File: src/rtl/shift_register_universal.sv
// Universal shift register: hold, logical/arithmetic shift, rotate, parallel load,
// plus a self-timed burst serializer that shifts a loaded word out on s_out.
module shift_register_universal #(
   parameter int WIDTH = 8
) (
   input  logic             clk,
   input  logic             reset,
   input  logic             enb,
   input  logic             dir,
   input  logic             s_in,
   input  logic [2:0]       mode,
   input  logic             start,
   input  logic [WIDTH-1:0] d,
   output logic [WIDTH-1:0] q,
   output logic             s_out,
   output logic             busy,
   output logic             done
);
   // state | meaning
   // IDLE  | execute mode on every enabled cycle
   // SHIFT | burst: shift WIDTH bits toward dir_l; mode/start/d/dir ignored
   localparam int CW = $clog2(WIDTH + 1);

   localparam logic [2:0] M_SHIFT = 3'b001;
   localparam logic [2:0] M_ROT   = 3'b010;
   localparam logic [2:0] M_LOAD  = 3'b011;
   localparam logic [2:0] M_ASH   = 3'b100;
   localparam logic [2:0] M_BURST = 3'b101;

   typedef enum logic {IDLE, SHIFT} state_t;

   state_t           state, state_nxt;
   logic [CW-1:0]    cnt, cnt_nxt;
   logic             dir_l, dir_l_nxt;
   logic [WIDTH-1:0] q_nxt;
   logic             s_out_nxt, done_nxt;

   logic             sh_dir, sh_fill, sh_out;
   logic [WIDTH-1:0] sh_q;

   // one shifter serves every mode; only direction and fill bit differ
   always_comb begin
      sh_dir  = (state == SHIFT) ? dir_l : dir;
      sh_fill = s_in;
      if (state == IDLE) begin
         case (mode)
            M_ROT:   sh_fill = dir ? q[WIDTH-1] : q[0];
            M_ASH:   sh_fill = dir ? 1'b0 : q[WIDTH-1];
            default: sh_fill = s_in;
         endcase
      end
   end

   assign sh_q   = sh_dir ? {q[WIDTH-2:0], sh_fill} : {sh_fill, q[WIDTH-1:1]};
   assign sh_out = sh_dir ? q[WIDTH-1] : q[0];

   always_comb begin
      state_nxt = state;
      cnt_nxt   = cnt;
      dir_l_nxt = dir_l;
      q_nxt     = q;
      s_out_nxt = s_out;
      done_nxt  = 1'b0;
      if (enb) begin
         case (state)
            IDLE: begin
               case (mode)
                  M_SHIFT, M_ROT, M_ASH: begin
                     q_nxt     = sh_q;
                     s_out_nxt = sh_out;
                  end
                  M_LOAD: q_nxt = d;
                  M_BURST: begin
                     if (start) begin
                        q_nxt     = d;
                        dir_l_nxt = dir;
                        cnt_nxt   = CW'(WIDTH);
                        state_nxt = SHIFT;
                     end
                  end
                  default: ;
               endcase
            end
            SHIFT: begin
               q_nxt     = sh_q;
               s_out_nxt = sh_out;
               cnt_nxt   = cnt - CW'(1);
               if (cnt == CW'(1)) begin
                  state_nxt = IDLE;
                  done_nxt  = 1'b1;
               end
            end
            default: state_nxt = IDLE;
         endcase
      end
   end

   // done is rewritten every edge so it can never outlive its single cycle
   always_ff @(posedge clk or posedge reset) begin
      if (reset) begin
         state <= IDLE;
         cnt   <= '0;
         dir_l <= 1'b0;
         q     <= '0;
         s_out <= 1'b0;
         busy  <= 1'b0;
         done  <= 1'b0;
      end else begin
         state <= state_nxt;
         cnt   <= cnt_nxt;
         dir_l <= dir_l_nxt;
         q     <= q_nxt;
         s_out <= s_out_nxt;
         busy  <= (state_nxt == SHIFT);
         done  <= done_nxt;
      end
   end

endmodule

File: config.mk
export PLATFORM = sky130hd
export DESIGN_NAME = shift_register_universal
export DESIGN_NICKNAME = d
export VERILOG_FILES = /design/src/rtl/shift_register_universal.sv
export SDC_FILE = /design/constraint.sdc
export NUM_CORES = 1
export LEC_CHECK = 0
export ABC_AREA = 1
export CAP_MARGIN = 20
export CORE_MARGIN = 2
export CORE_UTILIZATION = 29
export DETAILED_ROUTE_END_ITERATION = 8
export GPL_TIMING_DRIVEN = 0
export PLACE_DENSITY = 0.55
export SLEW_MARGIN = 20
export SYNTH_ARGS = -nofsm -noshare
export SYNTH_HDL_FRONTEND = slang
export SYNTH_SLANG_ARGS = --single-unit
File: constraint.sdc
create_clock -name clk -period 2.2 [get_ports clk]
set_input_delay 0.33 -clock clk [delete_from_list [all_inputs] [get_ports clk]]
set_output_delay 0.33 -clock clk [all_outputs]
set_load 0.01 [all_outputs]
run_1/drive_strength.png
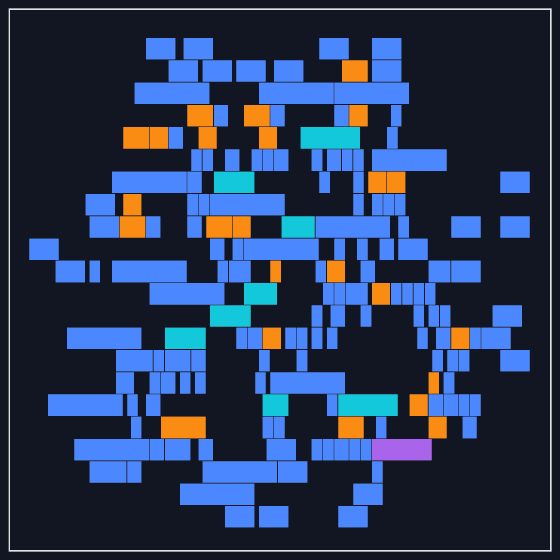
- cyan: drive 6 and up (cells 8; share 4.5%)
- purple: drive 3 to 4 (cells 1; share 0.57%)
- orange: drive 2 (cells 24; share 14%)
- blue: drive 1 or less (cells 143; share 81%)

run_1/clock_map.png
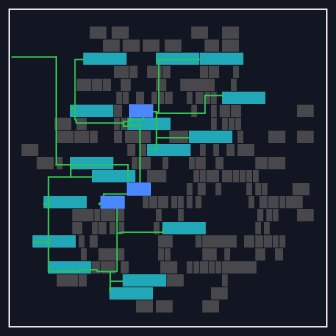
- green: clock wires (length 260 µm)
- blue: cells driving clock nets (count 3)
- cyan: flip-flops (count 16)
- routed clock nets: 4

==> run_results.csv, run 1 <==
group,metric,value,unit
outcome,status,"complete, no violations",
synthesis,area_leaders,"dfrtp_1 36%, nand2_1 14%, nand2_2 7.3%",
power,power,1680,µW
clock_tree,cts_sinks,16,
sta,slew_headroom,0.585,
final_layout,drive_gt1_frac,0.188,
final_layout,n_all_buffers,30,
critical_path,crit_path_cell_trace,"clkdlybuf4s50_1",
critical_path,cp_top_family,"buffers and inverters",
power,power_leakage,0.000696,µW
final_layout,lay_top_count,"nand2_1",
synthesis,yosys.area.top_type_share,0.360,
final_layout,clockBufferCount,3,
final_layout,seq_area_frac,0.270,
critical_path,max_stage_delay,0.58,ns
synthesis,most_common_cell,"nand2_1",
sta,slew_viol_final,0,
clock_tree,clock_latency,0.25,ns
critical_path,crit_buf_inv,1,
die,fp.dieH,65.9,µm
die,coreArea,3660,µm²
power,comb_power_share,0.535,
sta,worst_pin_slew,0.621,ns
synthesis,edf_count,0,
job,tool_warnings,27,
power,p_seq_frac,0.334,
die,die_area,4350,µm²
run_1/final_congestion.png
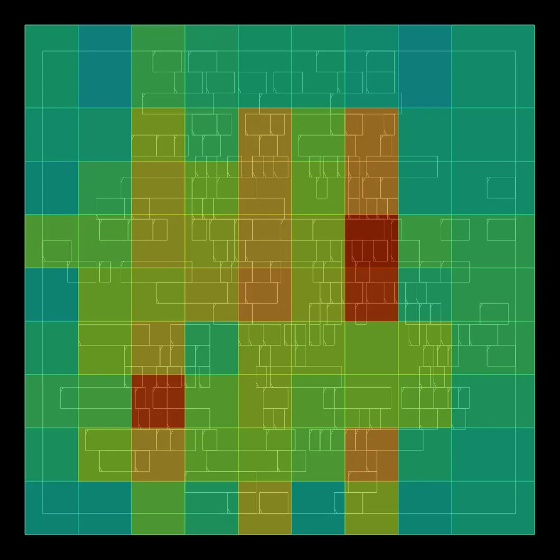
met1 GRT Util: 0.168
GRT busiest layer: met2

run 1: kinds of logic after synthesis:
logic type | synth area share
adders and majority gates | 0.0225
AOI/OAI and AO/OA | 0.130
DFF | 0.360
buffers and inverters | 0.0934
xor gates and xnor gates | 0.0158
and+or+nand+nor | 0.378
run 1: sequential cells by signal (all words and copies together), names as in the netlist:
signal	count
state	1
done	1
cnt	4
q	8
s_out	1
dir_l	1
run 1: per-layer routing:
metal | global-route usage | vias up | wire (µm)
met3 | 0.0324 | 4 | 133
met5 | 0 | - | 0
met1 | 0.168 | 468 | 1210
li1 | - | 529 | -
met2 | 0.210 | 26 | 1210
met4 | 0.0587 | 0 | 35
==> run 1 -> run 2 <==
- clock period: 2.2 -> 1.6 ns (I/O delays scaled with it)
==> run 2 against run 1 <==
Via count is 0.29% lower. Count of clock-buffer cells in the layout stayed put. Synthesized area stayed put. Sequential power is 38% higher. Clock power is 37% higher. Hold slack worse by 0.089 ns. First-iteration DRC count is 11% lower. Utilization is 0.14 points higher. Global-route usage stayed put. Die size stayed put. Non-clock buffer count stayed put. Wire length is 0.39% lower.
==> run_results.csv, run 2 <==
group,metric,value,unit
synthesis,ys_sh_xor,0.0157,
grt,grt_pass1_vias,1027,
die,fp.dieH,65.9,µm
synthesis,logic_family,"simple AND/OR/NAND/NOR gates",
die,coreArea,3660,µm²
power,comb_power_share,0.536,
final_layout,largest_reg_flops,8,
synthesis,most_common_cell,"nand2_1",
critical_path,max_stage_delay,0.58,ns
placement,placed_cells,221,
outcome,status,"complete, no violations",
critical_path,crit_buf_inv,1,
final_layout,lay_top_count,"nand2_1",
synthesis,yosys-mux-area-fraction,0,
final_layout,drive_gt1_frac,0.193,
sta,worst_pin_slew,0.623,ns
clock_tree,clock_latency,0.25,ns
final_layout,top_regs,"q: 8 flops, cnt: 4 flops",
critical_path,cp_top_family,"buffers and inverters",
critical_path,start_kind,"flip-flop",
power,p_seq_frac,0.334,
job,tool_warnings,27,
clock_tree,cts_sinks,16,
final_layout,regMostFlops,"q",
synthesis,edf_count,0,
synthesis,area_leaders,"dfrtp_1 36%, nand2_1 14%, nand2_2 7.3%",
synthesis,synthAoiAreaFrac,0.130,
sta,slew_headroom,0.585,
critical_path,crit_path_cell_trace,"clkdlybuf4s50_1",
power,power,2310,µW
sta,slew_viol_final,0,
-- run 2: final cells by class --
class                           instances  area (µm²)
Fill cell                             375        2170
Inverter                               15        61.3
Tap cell                               48        60.1
Timing Repair Buffer                   27         273
Buffer                                  3        42.5
Sequential cell                        16         400
Clock buffer                            3        41.3
Multi-Input combinational cell        112         611
-- run 2: metal layers --
metal | track usage | wire length (µm)
met5 | 0 | 0
met2 | 0.210 | 1210
met4 | 0.0587 | 35
met3 | 0.0324 | 143
met1 | 0.168 | 1190
-- run 2: power groups by stage --
stage	Combinational (µW)	Sequential (µW)	Clock (µW)
3_3_place_gp	1220	777	0
4_1_cts	1260	774	312
6_report	1240	773	301
2_1_floorplan	784	796	0
3_5_place_dp	1250	783	0
5_1_grt	1400	800	337
run_2/drive_strength.png
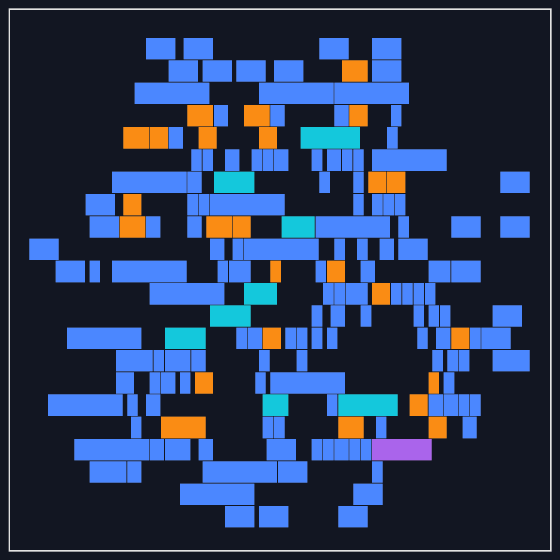
- purple: drive 3 to 4 (cells 1; share 0.57%)
- blue: drive 1 or less (cells 142; share 81%)
- cyan: drive 6 and up (cells 8; share 4.5%)
- orange: drive 2 (cells 25; share 14%)

==> run 2 -> run 3 <==
- CORE_MARGIN: 2 -> 4
- CORE_UTILIZATION: 29 -> 35
- PLACE_DENSITY: 0.55 -> 0.63
==> run 3 against run 2 <==
Flip-flop count unchanged. Die size decreased by 4.7%. First-iteration DRC count unchanged. Utilization increased by 7.3 points. Synthesized area unchanged. Setup slack improved by 0.013 ns. Clock power decreased by 29%. Register-to-register slack improved by 0.02 ns. Cell area decreased by 1.7%. Power decreased by 3.5%.
==> run_results.csv, run 3 <==
group,metric,value,unit
outcome,status,"complete, no violations",
power,clk-power,213,µW
final_layout,clockBufferCount,3,
sta,slew_headroom,0.566,
die,n_tap_cell,44,
synthesis,ys_sh_xor,0.0157,
final_layout,dominant_cells,"logic gates",
final_layout,n_all_buffers,30,
final_layout,inverters,15,
critical_path,cp_top_family,"buffers and inverters",
placement,placed_cells,217,
sta,slew_viol_final,0,
power,p_seq,782,µW
final_layout,area.sequential,404,µm²
final_layout,top_regs,"q: 8 flops, cnt: 4 flops",
power,power_top_consumer,"combinational cells",
synthesis,ys_sh_simple,0.378,
route,wl_met1,1210,µm
die,coreArea,3050,µm²
route,highest_layer,"met3",
power,power_leakage,0.000685,µW
final_layout,combGateArea,608,µm²
final_layout,nFillCells,327,
grt,grt_pass1_vias,981,
final_layout,regMostFlops,"q",
synthesis,yosys.area.top_type_share,0.360,
final_layout,seq_area_frac,0.276,
job,tool_warnings,27,
grt,grt.busiest_layer,"met2",
power,power,2230,µW
synthesis,synthAoiAreaFrac,0.130,
synthesis,most_common_cell,"nand2_1",
grt,use_met2,0.213,
final_layout,comb_area_share,0.415,
clock_tree,cts_sinks,16,
clock_tree,clock_latency,0.28,ns
synthesis,yosys-mux-area-fraction,0,
route,route.met2.wl,1250,µm
route,wl_met3,92,µm
grt,grt.met3_usage,0.0158,
critical_path,max_stage_delay,0.56,ns
final_layout,lay_top_count,"nand2_1",
critical_path,crit_buf_inv,1,
synthesis,logic_family,"simple AND/OR/NAND/NOR gates",
synthesis,synth-adder-area-share,0.0225,
final_layout,nMultiInputCombCells,112,
synthesis,edf_count,0,
final_layout,flops,16,
==> run 3: cell counts after synthesis <==
No cell type changed its count.
==> run 3: cell families (layout without fill, tap and decap cells) <==
logic type,Yosys count,after routing
xor gates and xnor gates,2,2
buffers and inverters,18,48
and+or+nand+nor,86,86
adders and majority gates,2,2
DFF,16,16
AOI/OAI and AO/OA,22,22
==> run 3: worst max-delay path by stage <==
stage | to | slack, ns | cells after the start
2_1_floorplan | q[2]$_DFFE_PP0P_ | 0.32 | 6
3_3_place_gp | q[3]$_DFFE_PP0P_ | -0.11 | 7
6_report | busy | 0.08 | 1
4_1_cts | q[7] | 0.04 | 1
5_1_grt | busy | 0.03 | 1
3_5_place_dp | q[3]$_DFFE_PP0P_ | -0.14 | 9
run_3/clock_map.png
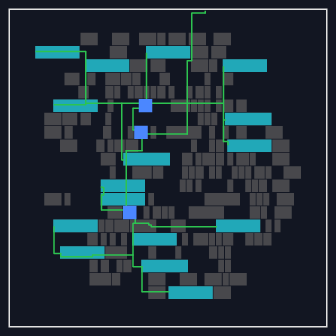
- green: clock wires (length 237 µm)
- blue: cells driving clock nets (count 3)
- cyan: flip-flops (count 16)
- routed clock nets: 4


==> gallery <==
Metal 3.
Cells faint in the background.
image #1
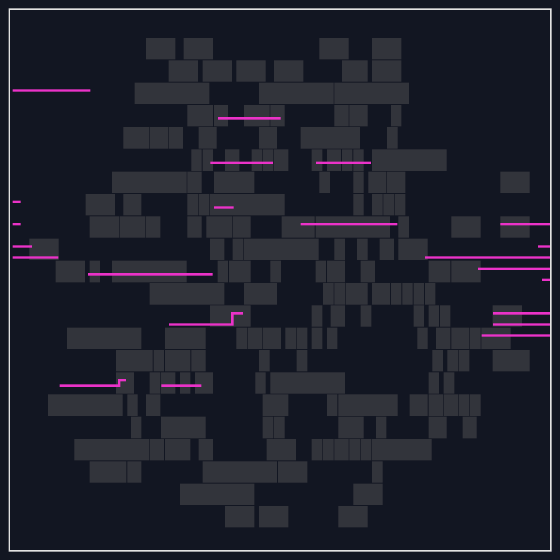
image #2
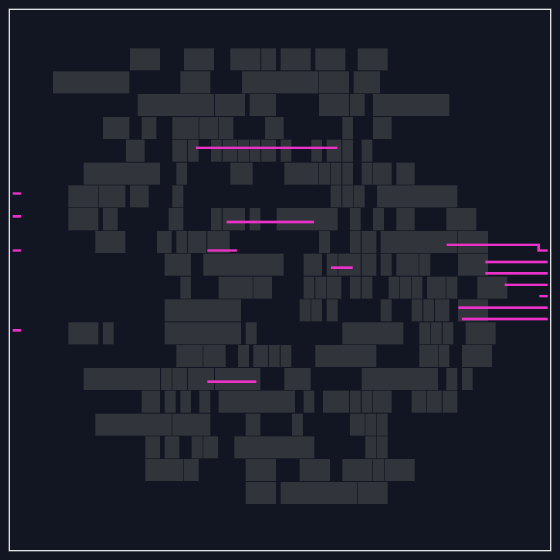
| picture | from |
|---|---|
| image #1 | run 2 |
| image #2 | run 3 |

Key to image #1:
- longest straight run: 15.0 µm
- nets with wire on the layer: 19
- main direction: horizontal

No activity file was given, so power comes from the tool's default toggle rates.
